Figure 1. Wiring by layer.
Two of the layers only.
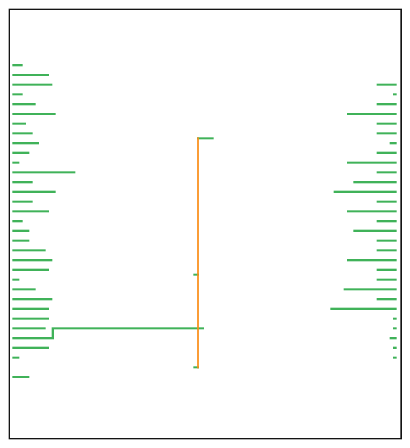
Figure 2. Placed standard cells.
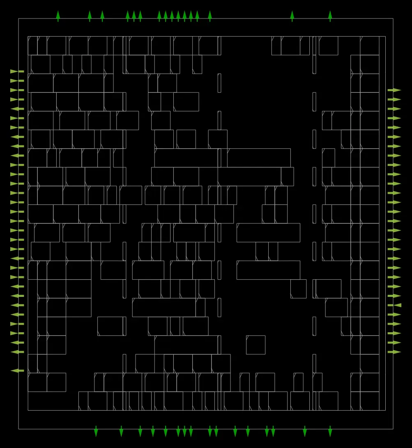
Figure 3. M2 wires.
Bar = 20 um.
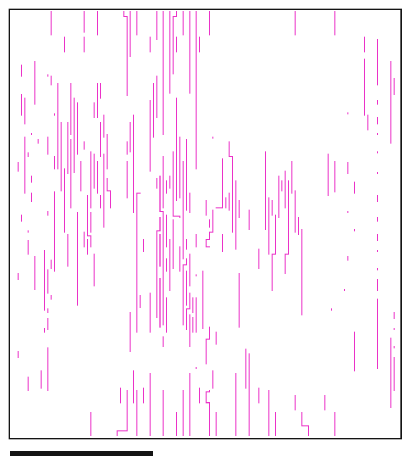
Figure 4. Wires at chosen ports, followed through buffers.
Bar = 20 um.
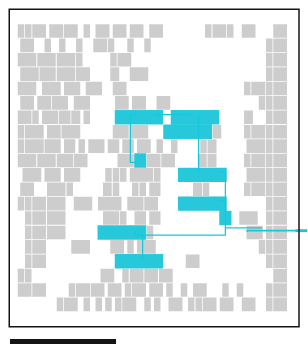
$ cat src/rtl/hazard_pkg.sv
// hazard_pkg: shared state encoding and constants for the hazard sequencer and its comparator.
package hazard_pkg;

    localparam logic [4:0] REG_ZERO = 5'd0;

    typedef enum logic [1:0] {
        HS_RUN      = 2'd0,
        HS_LU_STALL = 2'd1,
        HS_MEM_WAIT = 2'd2,
        HS_FLUSH    = 2'd3
    } hs_state_t;

endpackage

$ cat src/rtl/hazard_detect.sv
// hazard_detect: combinational load-use comparator between the decode instruction and a load in EX.
module hazard_detect
    import hazard_pkg::*;
(
    input  logic       ex_mem_read_i,
    input  logic [4:0] ex_rt_i,
    input  logic [4:0] id_rs_i,
    input  logic [4:0] id_rt_i,
    input  logic       id_uses_rt_i,
    output logic       hz_o
);

    // r0 is hardwired zero, so a load targeting it never creates a dependency
    assign hz_o = ex_mem_read_i & (ex_rt_i != REG_ZERO) &
                  ((ex_rt_i == id_rs_i) | (id_uses_rt_i & (ex_rt_i == id_rt_i)));

endmodule

$ cat src/rtl/hazard_sequencer.sv
// hazard_sequencer: load-use stall, branch flush and memory-freeze scheduler for the IF..MEM pipeline.
// Defining HAZARD_SEQ_PERF_EN adds saturating stall/flush performance counters.
module hazard_sequencer
    import hazard_pkg::*;
#(
    parameter int LU_STALL_CYCLES = 1,
    parameter int FLUSH_CYCLES    = 1
) (
    input  logic        clk,
    input  logic        rst_n,
    input  logic [4:0]  id_rs,
    input  logic [4:0]  id_rt,
    input  logic        id_uses_rt,
    input  logic        ex_mem_read,
    input  logic [4:0]  ex_rt,
    input  logic        branch_taken,
    input  logic        mem_busy,
    output logic        pc_write,
    output logic        ifid_write,
    output logic        ifid_flush,
    output logic        idex_bubble,
    output logic        exmem_flush,
    output logic        pipe_freeze,
    output logic [1:0]  state_o,
    output logic [31:0] stall_count,
    output logic [31:0] flush_count
);

    // cnt holds the number of extra cycles still owed after the current one
    localparam logic [2:0] LU_CNT = (LU_STALL_CYCLES > 1) ? 3'(LU_STALL_CYCLES - 2) : 3'd0;
    localparam logic [2:0] FL_CNT = (FLUSH_CYCLES > 1) ? 3'(FLUSH_CYCLES - 2) : 3'd0;

    hs_state_t  state_q, state_d;
    hs_state_t  saved_q, saved_d;
    hs_state_t  eff;
    logic [2:0] cnt_q, cnt_d;
    logic       hz;
    logic       pc_w, ifid_w, ifid_f, idex_b, exmem_f, freeze;

    hazard_detect u_detect (
        .ex_mem_read_i (ex_mem_read),
        .ex_rt_i       (ex_rt),
        .id_rs_i       (id_rs),
        .id_rt_i       (id_rt),
        .id_uses_rt_i  (id_uses_rt),
        .hz_o          (hz)
    );

    // MEM_WAIT behaves as the state it interrupted once memory is ready
    assign eff = (state_q == HS_MEM_WAIT) ? saved_q : state_q;

    // state, resume-state and down-counter registers
    always_ff @(posedge clk or negedge rst_n) begin
        if (!rst_n) begin
            state_q <= HS_RUN;
            saved_q <= HS_RUN;
            cnt_q   <= 3'd0;
        end else begin
            state_q <= state_d;
            saved_q <= saved_d;
            cnt_q   <= cnt_d;
        end
    end

    // prioritised next-state and Mealy output decode: mem_busy > branch > load-use
    always_comb begin
        state_d = state_q;
        saved_d = saved_q;
        cnt_d   = cnt_q;
        pc_w    = 1'b1;
        ifid_w  = 1'b1;
        ifid_f  = 1'b0;
        idex_b  = 1'b0;
        exmem_f = 1'b0;
        freeze  = 1'b0;
        if (mem_busy) begin
            pc_w    = 1'b0;
            ifid_w  = 1'b0;
            freeze  = 1'b1;
            saved_d = eff;
            state_d = HS_MEM_WAIT;
        end else if (branch_taken) begin
            ifid_f  = 1'b1;
            idex_b  = 1'b1;
            exmem_f = 1'b1;
            state_d = (FLUSH_CYCLES > 1) ? HS_FLUSH : HS_RUN;
            cnt_d   = FL_CNT;
        end else if (eff == HS_FLUSH) begin
            ifid_f  = 1'b1;
            state_d = (cnt_q == 3'd0) ? HS_RUN : HS_FLUSH;
            cnt_d   = (cnt_q == 3'd0) ? 3'd0 : cnt_q - 3'd1;
        end else if (eff == HS_LU_STALL) begin
            pc_w    = 1'b0;
            ifid_w  = 1'b0;
            idex_b  = 1'b1;
            state_d = (cnt_q == 3'd0) ? HS_RUN : HS_LU_STALL;
            cnt_d   = (cnt_q == 3'd0) ? 3'd0 : cnt_q - 3'd1;
        end else if (hz) begin
            pc_w    = 1'b0;
            ifid_w  = 1'b0;
            idex_b  = 1'b1;
            state_d = (LU_STALL_CYCLES > 1) ? HS_LU_STALL : HS_RUN;
            cnt_d   = LU_CNT;
        end else begin
            state_d = HS_RUN;
        end
    end

    // outputs are forced low while reset is asserted
    assign pc_write    = rst_n & pc_w;
    assign ifid_write  = rst_n & ifid_w;
    assign ifid_flush  = rst_n & ifid_f;
    assign idex_bubble = rst_n & idex_b;
    assign exmem_flush = rst_n & exmem_f;
    assign pipe_freeze = rst_n & freeze;
    assign state_o     = state_q;

`ifdef HAZARD_SEQ_PERF_EN
    logic [31:0] stall_q, flush_q;

    // saturating counts of PC-held cycles and IF/ID flush cycles
    always_ff @(posedge clk or negedge rst_n) begin
        if (!rst_n) begin
            stall_q <= 32'd0;
            flush_q <= 32'd0;
        end else begin
            if (!pc_write && stall_q != 32'hFFFF_FFFF) stall_q <= stall_q + 32'd1;
            if (ifid_flush && flush_q != 32'hFFFF_FFFF) flush_q <= flush_q + 32'd1;
        end
    end

    assign stall_count = stall_q;
    assign flush_count = flush_q;
`else
    assign stall_count = 32'd0;
    assign flush_count = 32'd0;
`endif

endmodule

$ cat config.mk
export PLATFORM = sky130hd
export DESIGN_NAME = hazard_sequencer
export DESIGN_NICKNAME = d
export VERILOG_FILES = /design/src/rtl/hazard_pkg.sv /design/src/rtl/hazard_detect.sv /design/src/rtl/hazard_sequencer.sv
export SDC_FILE = /design/constraint.sdc
export NUM_CORES = 1
export LEC_CHECK = 0
export CAP_MARGIN = 25
export CORE_ASPECT_RATIO = 1.1
export CORE_UTILIZATION = 34
export DETAILED_ROUTE_END_ITERATION = 10
export GPL_ROUTABILITY_DRIVEN = 0
export GPL_TIMING_DRIVEN = 0
export PLACE_DENSITY = 0.95
export SLEW_MARGIN = 20
export SYNTH_ARGS = -nofsm -noshare
export SYNTH_HDL_FRONTEND = slang
export SYNTH_SLANG_ARGS = --single-unit
$ cat constraint.sdc
create_clock -name clk -period 3.05 [get_ports clk]
set_input_delay 0.61 -clock clk [delete_from_list [all_inputs] [get_ports clk]]
set_output_delay 0.61 -clock clk [all_outputs]
set_load 0.03 [all_outputs]
==> impl_metrics.py <==
# Synthesis and PnR figures
metrics = {
    "route": {
        "wl_met1_um": 614,
        "highest_layer": "met4",
        "vias_per_cell": 3.550,
        "drcViolationCount": 0,
    },
    "floorplanning": {
        "taps": 33,
        "fp.dieW_um": 54.47,
    },
    "layout": {
        "flops": 7,
        "buffers": 95,
        "regMostFlops": "cnt_q",
        "clk_share_pct": 1.634,
    },
    "worst_setup_path": {
        "cp_top_family": "buffers and inverters",
        "crit_start": "mem_busy",
        "crit_end": "pipe_freeze",
        "required_ns": 2.44,
        "reg2reg_to": "cnt_q[0]",
        "max_stage_delay_ns": 0.66,
        "reg2reg_slack_ns": 1.58,
        "cp-start-kind": "primary input",
    },
    "clock_tree": {
        "cts-htree-levels": 1,
        "holdBufCountCts": 0,
        "cts_buffers": 3,
        "ctsResizeCount": 10,
        "cts_buffer_depth": 2,
    },
    "timing": {
        "final.setup.tns_ns": 0,
        "period_used_pct": 95.70,
        "worstMarginPinSlew_ns": 0.5074,
    },
    "yosys": {
        "ys_sh_xor_pct": 8.505,
        "yosys.area.top_type": "buf_4",
        "topCellsByArea": "buf_4 47%, dfrtp_1 17%, xnor2_1 8.5%, nand2_1 2.6%, a21oi_1 2.4%",
    },
    "power": {
        "p_clk_mw": 0.0875,
        "powerSeq_mw": 0.112,
        "finalPower_mw": 0.4931,
        "comb_power_share_pct": 59.6,
    },
    "grt": {
        "grt_pass1_wl_um": 2904,
        "busiest_layer": "met2",
        "gr-total-overflow": 0,
        "grt_pass1_vias": 752,
    },
    "status": {
        "status": "finished clean",
    },
}
Notes on Figure 1 above:
color	layer	wire length
green	met3	235 um
orange	met4	32.0 um
routed wire length: 1890 um
wire per inst: 7.326 um

Notes on Figure 2 above:
Util after Layout: 56.86%
flop share of the area: 10.89%
fillcell total: 271

Notes on Figure 3 above:
wire length on this layer	1010 um
nets with wire on the layer	192
share of all routed wire	53%
main direction	vertical
met2 Use GR: 23.52%
via count: 916

Notes on Figure 4 above:
color	port	bits	direction	edge	end cells	buffers	wire
cyan	`rst_n`	1	input	right	9	1	81.6 um

Power is estimated from default activity; no workload was simulated.
